**Run 1: the metal 1 layer**

Scale bar: 20 um. Supply wires on this layer in grey.
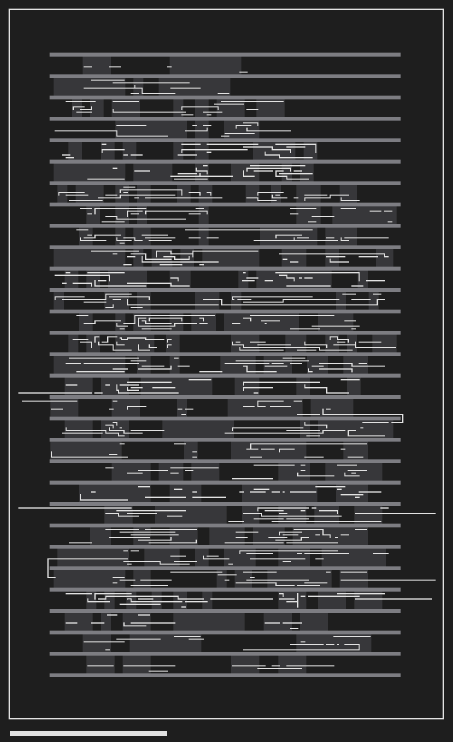
**Run 1: met2 routing**

Scale bar: 20 um.
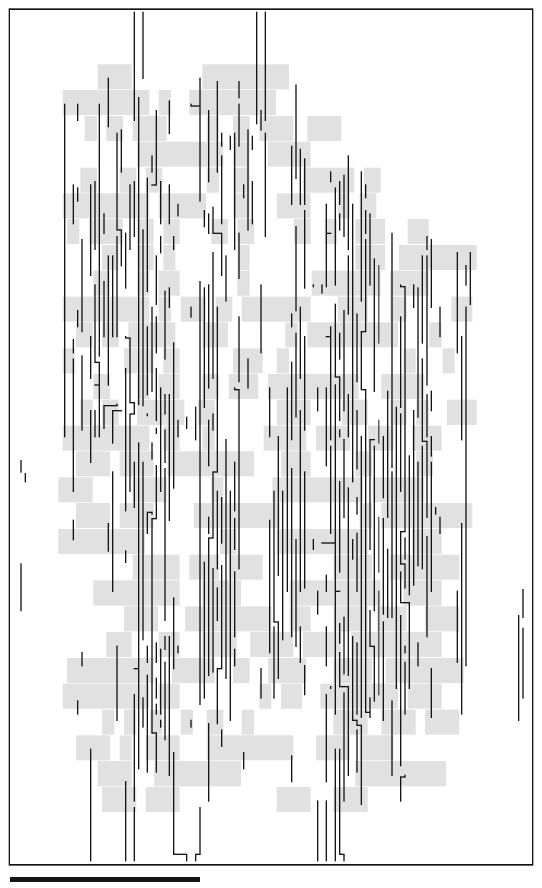
**Run 1: sizing map**

Scale bar: 20 um.
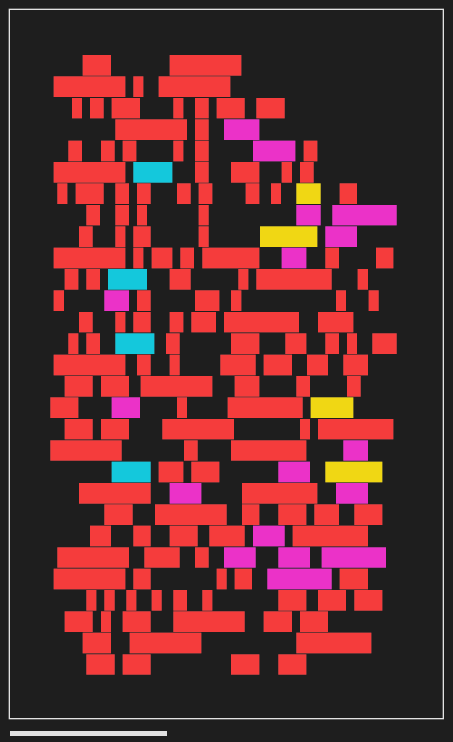
## src/rtl/bn_rr_arbiter_8.sv

```systemverilog
// Round-robin arbiter for 8 requesters with registered one-hot grant; optional BN_RR_LOCK_EN burst lock.
// Latency: grant one edge after req is sampled; grant held until gnt_ready, then one idle cycle.
module bn_rr_arbiter_8 #(
  parameter int RESET_PTR = 0
) (
  input  logic       clk,
  input  logic       rst,
  input  logic [7:0] req,
  input  logic       gnt_ready,
`ifdef BN_RR_LOCK_EN
  input  logic       lock,
`endif
  output logic [7:0] gnt,
  output logic [2:0] gnt_idx,
  output logic       gnt_valid
);

  localparam logic [2:0] PTR_INIT = 3'(RESET_PTR);

  typedef enum logic {IDLE, GRANT} state_t;

  state_t     state;
  logic [2:0] ptr;
  logic [7:0] rot;
  logic [2:0] off;
  logic [2:0] win;

  // rot[k] is the request k places after ptr; the lowest set bit is the winner.
  always_comb begin
    rot = 8'h00;
    off = 3'd0;
    for (int k = 0; k < 8; k++) begin
      rot[k] = req[ptr + 3'(k)];
    end
    for (int k = 7; k >= 0; k--) begin
      if (rot[k]) off = 3'(k);
    end
    win = ptr + off;
  end

  always_ff @(posedge clk or posedge rst) begin
    if (rst) begin
      state     <= IDLE;
      ptr       <= PTR_INIT;
      gnt       <= 8'h00;
      gnt_idx   <= 3'd0;
      gnt_valid <= 1'b0;
    end else begin
      case (state)
        IDLE: begin
          if (|req) begin
            gnt       <= 8'd1 << win;
            gnt_idx   <= win;
            gnt_valid <= 1'b1;
            state     <= GRANT;
          end
        end
        GRANT: begin
          if (gnt_ready) begin
`ifdef BN_RR_LOCK_EN
            // A locked source keeps top priority so its next beat wins if still requesting.
            ptr <= lock ? gnt_idx : gnt_idx + 3'd1;
`else
            ptr <= gnt_idx + 3'd1;
`endif
            gnt       <= 8'h00;
            gnt_idx   <= 3'd0;
            gnt_valid <= 1'b0;
            state     <= IDLE;
          end
        end
        default: state <= IDLE;
      endcase
    end
  end

endmodule

```

## config.mk

```make
export PLATFORM = sky130hd
export DESIGN_NAME = bn_rr_arbiter_8
export DESIGN_NICKNAME = d
export VERILOG_FILES = /design/src/rtl/bn_rr_arbiter_8.sv
export SDC_FILE = /design/constraint.sdc
export NUM_CORES = 1
export LEC_CHECK = 0
export CAP_MARGIN = 20
export CELL_PAD_IN_SITES_DETAIL_PLACEMENT = 1
export CELL_PAD_IN_SITES_GLOBAL_PLACEMENT = 1
export CORE_AREA = 5 5 50 85
export DETAILED_ROUTE_END_ITERATION = 8
export DIE_AREA = 0 0 55 90
export PLACE_DENSITY_LB_ADDON = 0.1
export SETUP_SLACK_MARGIN = 0.05
export SLEW_MARGIN = 0
export SYNTH_ARGS = -nofsm -noshare
export SYNTH_HDL_FRONTEND = slang
export SYNTH_SLANG_ARGS = --single-unit
```

## constraint.sdc

```tcl
create_clock -name clk -period 6.6 [get_ports clk]
set_input_delay 1.32 -clock clk [delete_from_list [all_inputs] [get_ports clk]]
set_output_delay 1.32 -clock clk [all_outputs]
set_load 0.02 [all_outputs]
```

==> results.txt, run 1 <==
Implementation results are summarized by area below.

Power and ir drop
The share of total power dissipated in sequential elements is 20.1%. The power per cell area is 496 nW/um2. Power comes to 0.903 mW. The leakage component of the power was reported as 0.774 nW.

STA
The clock skew after layout is roughly 0.0036 ns. Per the finish-stage timing summary, setup violations number 0.

Place
The weighted congestion reported at the end of routability-driven placement is 0.836. The placement report lists the number of port buffers as 22. The cell area after placement is 1770 um2.

Floorplan
The floorplan step set the die width to 55 um. The standard cell core area is 3520 um2.

Synth
The number of cells reported by Yosys stat comes to ~150. The primary flip-flop cell chosen by synthesis mapping is dfrtp_1. The count of unique library cells instantiated by Yosys is between 40 and 50. The area fraction of the largest cell type after synthesis is 25.9%.

Clocking
Per the CTS log, the maximum H-tree level is 1. Post-CTS repair changed the size of 0 cells. The latest clock arrival within the worst-skew pair is approximately 0.26 ns.

The number of hold-repair buffers added at the cts stage is 0.

Final layout
For this run, the script counts the antenna cells in the layout as 0. In the final design database the tool counted between 150 and 200 nets.

Global route
The number of global-route vias before repair came to 1,490. Global routing finished with a remaining overflow of 0.

Outcome
The run finished with clean final reports.

Setup path
The endpoint class of the critical path is a register.

Route
The average wire per standard cell is 19.9 um.
Back to the opening pictures, 'the metal 1 layer':
nets with wire on the layer: 174
longest straight run: 19.8 um
wire length on this layer: 1,610 um
main direction: horizontal
total vias in the final route: 1,336
final wirelength: 4.31 mm
GR Layer Usage met1: 20.7%

Back to the opening pictures, 'met2 routing':
nets with wire on the layer: 173
longest straight run: 44.5 um
main direction: vertical
met2 layer usage reported by global route: 34.7%

Back to the opening pictures, 'sizing map':
| colour | size | cells | share |
|---|---|---|---|
| red | x1 and smaller | 145 | 85% |
| yellow | x3 and x4 | 4 | 2.4% |
| cyan | x6 and larger | 4 | 2.4% |
| magenta | x2 | 17 | 10% |
synth-to-layout area growth: 18.0%
least setup slack across all paths after layout: 2.06 ns

## run 1: sequential cells by signal, summed over array words and instances, names as in the netlist
name       count
gnt            8
gnt_idx        3
gnt_valid      1
ptr            3
state          1
## run 1: kinds of logic (layout without fill, tap and decap cells)
| group | count (synthesis) | in the layout | synth area share, % |
|---|---|---|---|
| and+or+nand+nor | 57 | 57 | 18.6 |
| AOI/OAI and AO/OA | 31 | 31 | 15.6 |
| muxes | 24 | 24 | 27.2 |
| DFF | 16 | 16 | 25.9 |
| buffers and inverters | 10 | 31 | 4.78 |
| xor gates and xnor gates | 6 | 6 | 3.40 |
| adders and majority gates | 5 | 5 | 4.54 |
## run 1: cells in the final DEF, fill, tap and decap left out, drive strengths merged, types with 2 or more instances in the layout
master         synthesis  final
nand3b                 2      2
a21oi                  7      7
o21bai                 2      2
mux2                   7      7
clkdlybuf4s50          0     22
nor4                   4      4
inv                    5      5
mux4                  11     11
nor2                  12     12
dfrtp                 16     16
nor2b                  2      2
and2b                  2      2
o21ai                 11     11
nand2                 14     14
a32o                   2      2
ha                     4      4
mux2i                  6      6
xor2                   5      5
nor3                   2      2
clkbuf                 1      4
nand3                 16     16
## run 1: worst max-delay path, stage by stage
cell and delay [ns]:
clkdlybuf4s50_1 0.63, mux2i_1 0.18, mux4_1 0.60, a211o_1 0.33, a22oi_1 0.18, ha_1 0.18
inv_1 0.05, fa_1 0.40, xor2_1 0.41, nand3_2 0.13, a32o_1 0.27
## run 1: power groups by stage
stage                     combinational (mW)  sequential [mW]  clock (mW)
after floorplan                        0.472            0.189           0
after CTS                              0.635            0.182      0.0908
after global routing                   0.685            0.188      0.0946
after global placement                 0.614            0.180           0
after detailed placement               0.630            0.184           0
final                                  0.633            0.181      0.0884
## run 1: stage by stage
step           utilization [%]  worst slack (ns)
5_1_grt                   51.8              1.93
3_5_place_dp              50.2              1.78
4_1_cts                   51.8              2.04
3_3_place_gp              50.2              1.88
6_report                  51.8              2.06
2_1_floorplan                -              2.80
## run 1: final timing paths
check                        endpoint  slack, ns  startpoint
max reg2reg                gnt_idx[2]       2.17      ptr[0]
min                         gnt_valid       0.49   gnt_valid
max                        gnt_idx[2]       2.06      req[2]
max in group asynchronous      gnt[1]       4.75         rst
min in group asynchronous  gnt_idx[0]       1.44         rst
min reg2reg                 gnt_valid       0.49   gnt_valid
## run 1: cell type report
| class | count | area share (%) |
|---|---|---|
| Tap cell | 46 | 3.16 |
| Clock buffer | 4 | 3.02 |
| Timing Repair Buffer | 22 | 12.1 |
| Multi-Input combinational cell | 123 | 58.7 |
| Sequential cell | 16 | 22.0 |
| Inverter | 5 | 1.03 |
## run 1: per-layer routing
layer	share of wire (%)	track usage, %
met1	37	20.7
met4	3.0	9.33
met5	0	0
met2	57	34.7
met3	2.3	2.15
**Run 1: routing congestion**

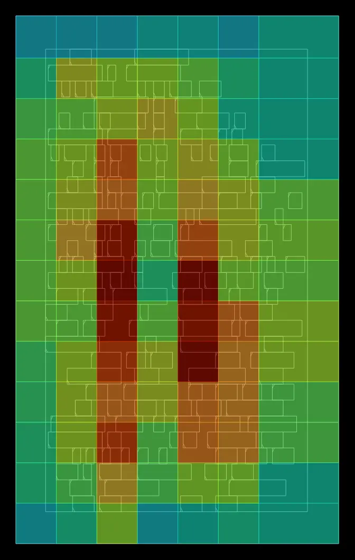

==> run 2, diff against run 1 <==
CORE_AREA = 5 5 55 93   (was 5 5 50 85)
DIE_AREA = 0 0 60 98   (was 0 0 55 90)
clock period = 4.1 ns   (was 6.6 ns; I/O delays follow)
**Run 2: routing congestion**

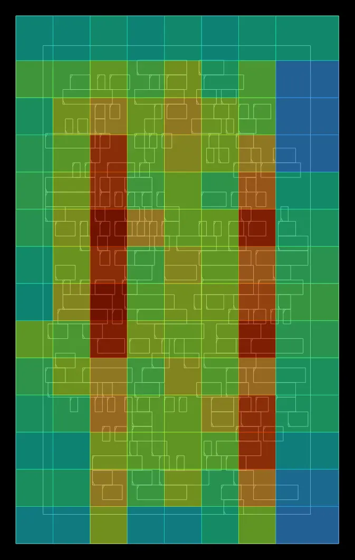
Avg WL per Cell: 18.4 um
GR Layer Usage met1: 16.6%
peak-usage layer in the global routing report: met2
Layout Utilization: 43.5%

==> run 2 against run 1 <==
Net effect: sequential share of layout area down 0.72 points; clock skew decreased by 0.0024 ns; via count down 0.90%; critical endpoint is now gnt[1]; utilization decreased by 8.2 points; die area rose by 19%; total power is 70% higher; setup slack lost 1.8 ns; global-route usage shrank 4.0 points.
==> results.txt, run 2 <==
Implementation results are summarized by area below.

Outcome
The flow ran to the end, and the final reports show no timing, DRC or antenna violations.

STA
The final setup violation count is 0 (unchanged). The clock skew after layout is 0.00115 ns (-0.00241 ns).

Final layout
The number of flip-flops in the largest register was 8 (unchanged). The largest registers in the layout are gnt: 8 flops, gnt_idx: 3 flops, ptr: 3 flops. The area growth from synthesis to layout is 22.0%.

Global route
The remaining global-route overflow is 0 (unchanged). The number of global-route vias before repair is 1,444 (-3.1%).

Clocking
The number of levels in the clock H-tree is 1 (unchanged).

Synth
The primary flip-flop cell chosen by synthesis mapping is dfrtp_1. The area fraction of the dominant cell type after synthesis is 25.9% (unchanged). The count of unique library cells instantiated by Yosys is 41 (unchanged).

Floorplan
The standard cell core area is 4320 um2 (+23%). The horizontal die dimension came to 60 um (+9.1%).

Power and ir drop
The leakage power came to 0.801 nW (+3.6%).

Setup path
According to the timing report, the critical path is launched from req[2].

Route
The via count came to 1,324 (-0.90%). The routed wire length is 4.17 mm (-3.2%).

Place
The weighted congestion reported at the end of routability-driven placement is 0.779 (-6.8%). The count of buffers from port buffering is 22 (unchanged). The cell area after placement was 1820 um2 (+2.9%).
**Run 2: a small window of the routed layout**

Scale bar: 10 um. Region (10, 9) to (50, 49) um. Cells in grey, sequential cells in the stronger grey; small squares are vias.
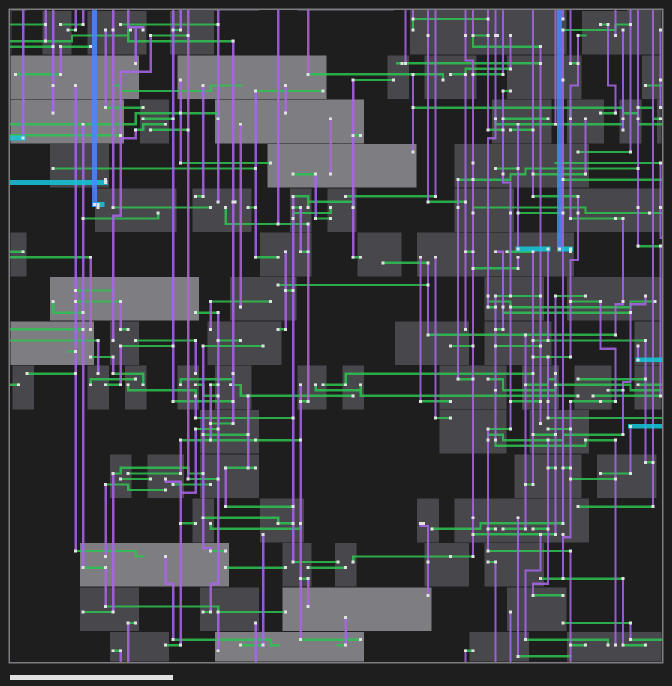
| colour | layer |
|---|---|
| green | M1 |
| blue | M4 |
| cyan | M3 |
| purple | M2 |
netlist names of flops here include: gnt_idx (3), ptr (3), gnt (2)
sequential cells in the window: 10
most frequent: dfrtp_1 (10), clkdlybuf4s50_1 (8), nand2_1 (7)
cells with their middle in the window: 73

run 2: cell counts after synthesis:
Identical to the previous run, type by type.
run 2: path summary, 6_finish.rpt:
path                             endpoint  slack (ns)  cells after the start
worst max-delay path               gnt[1]        0.28                     12
worst min-delay path               gnt[4]        0.49                      2
worst max register to register     gnt[1]        0.42                     13
worst min register to register     gnt[4]        0.49                      2
max in group asynchronous          gnt[3]        2.76                      2
min in group asynchronous       gnt_valid        0.94                      2
run 2: critical path: stages:
cell             delay, ns
clkdlybuf4s50_1       0.60
mux2i_1               0.15
mux4_1                0.58
a211o_1               0.31
a22oi_1               0.17
ha_1                  0.18
inv_1                 0.05
fa_1                  0.61
nand3_1               0.13
nor2_1                0.17
o21ai_0               0.14
nand3_1               0.11
run 2: per-layer routing:
metal	vias up	part of all wire, %
li1	621	-
met1	673	37
met2	23	58
met3	7	2.4
met4	0	2.4
met5	-	0
run 2: layout make-up:
| cell class | instances | area (um2) |
|---|---|---|
| fillers | 505 | 2440 |
| inverters | 5 | 18.8 |
| repair buffers | 28 | 265 |
| well taps | 51 | 63.8 |
| clock buffers | 4 | 55.1 |
| multi-input cells | 123 | 1080 |
| flip-flops and latches | 16 | 400 |
run 2: logic make-up after synthesis:
| family | Yosys count | synth area share [%] |
|---|---|---|
| buf+inv | 10 | 4.78 |
| mux | 24 | 27.2 |
| compound gates | 31 | 15.6 |
| simple gates | 57 | 18.6 |
| flops | 16 | 25.9 |
| fa+ha+maj | 5 | 4.54 |
| xor+xnor | 6 | 3.40 |
run 2: power groups by stage:
stage	clock (mW)	combinational [mW]	sequential, mW
after floorplan	0	0.760	0.304
after global placement	0	1.09	0.262
after detailed placement	0	1.12	0.264
after CTS	0.148	1.13	0.262
after global routing	0.155	1.23	0.273
final	0.145	1.13	0.262
run 2: what timing repair did:
item                                    CTS  global route
setup buffers                             0             0
endpoints found under the setup margin    0             6
resized                                   0             3
Power figures rest on the tool's default switching activity, not on a simulated workload.
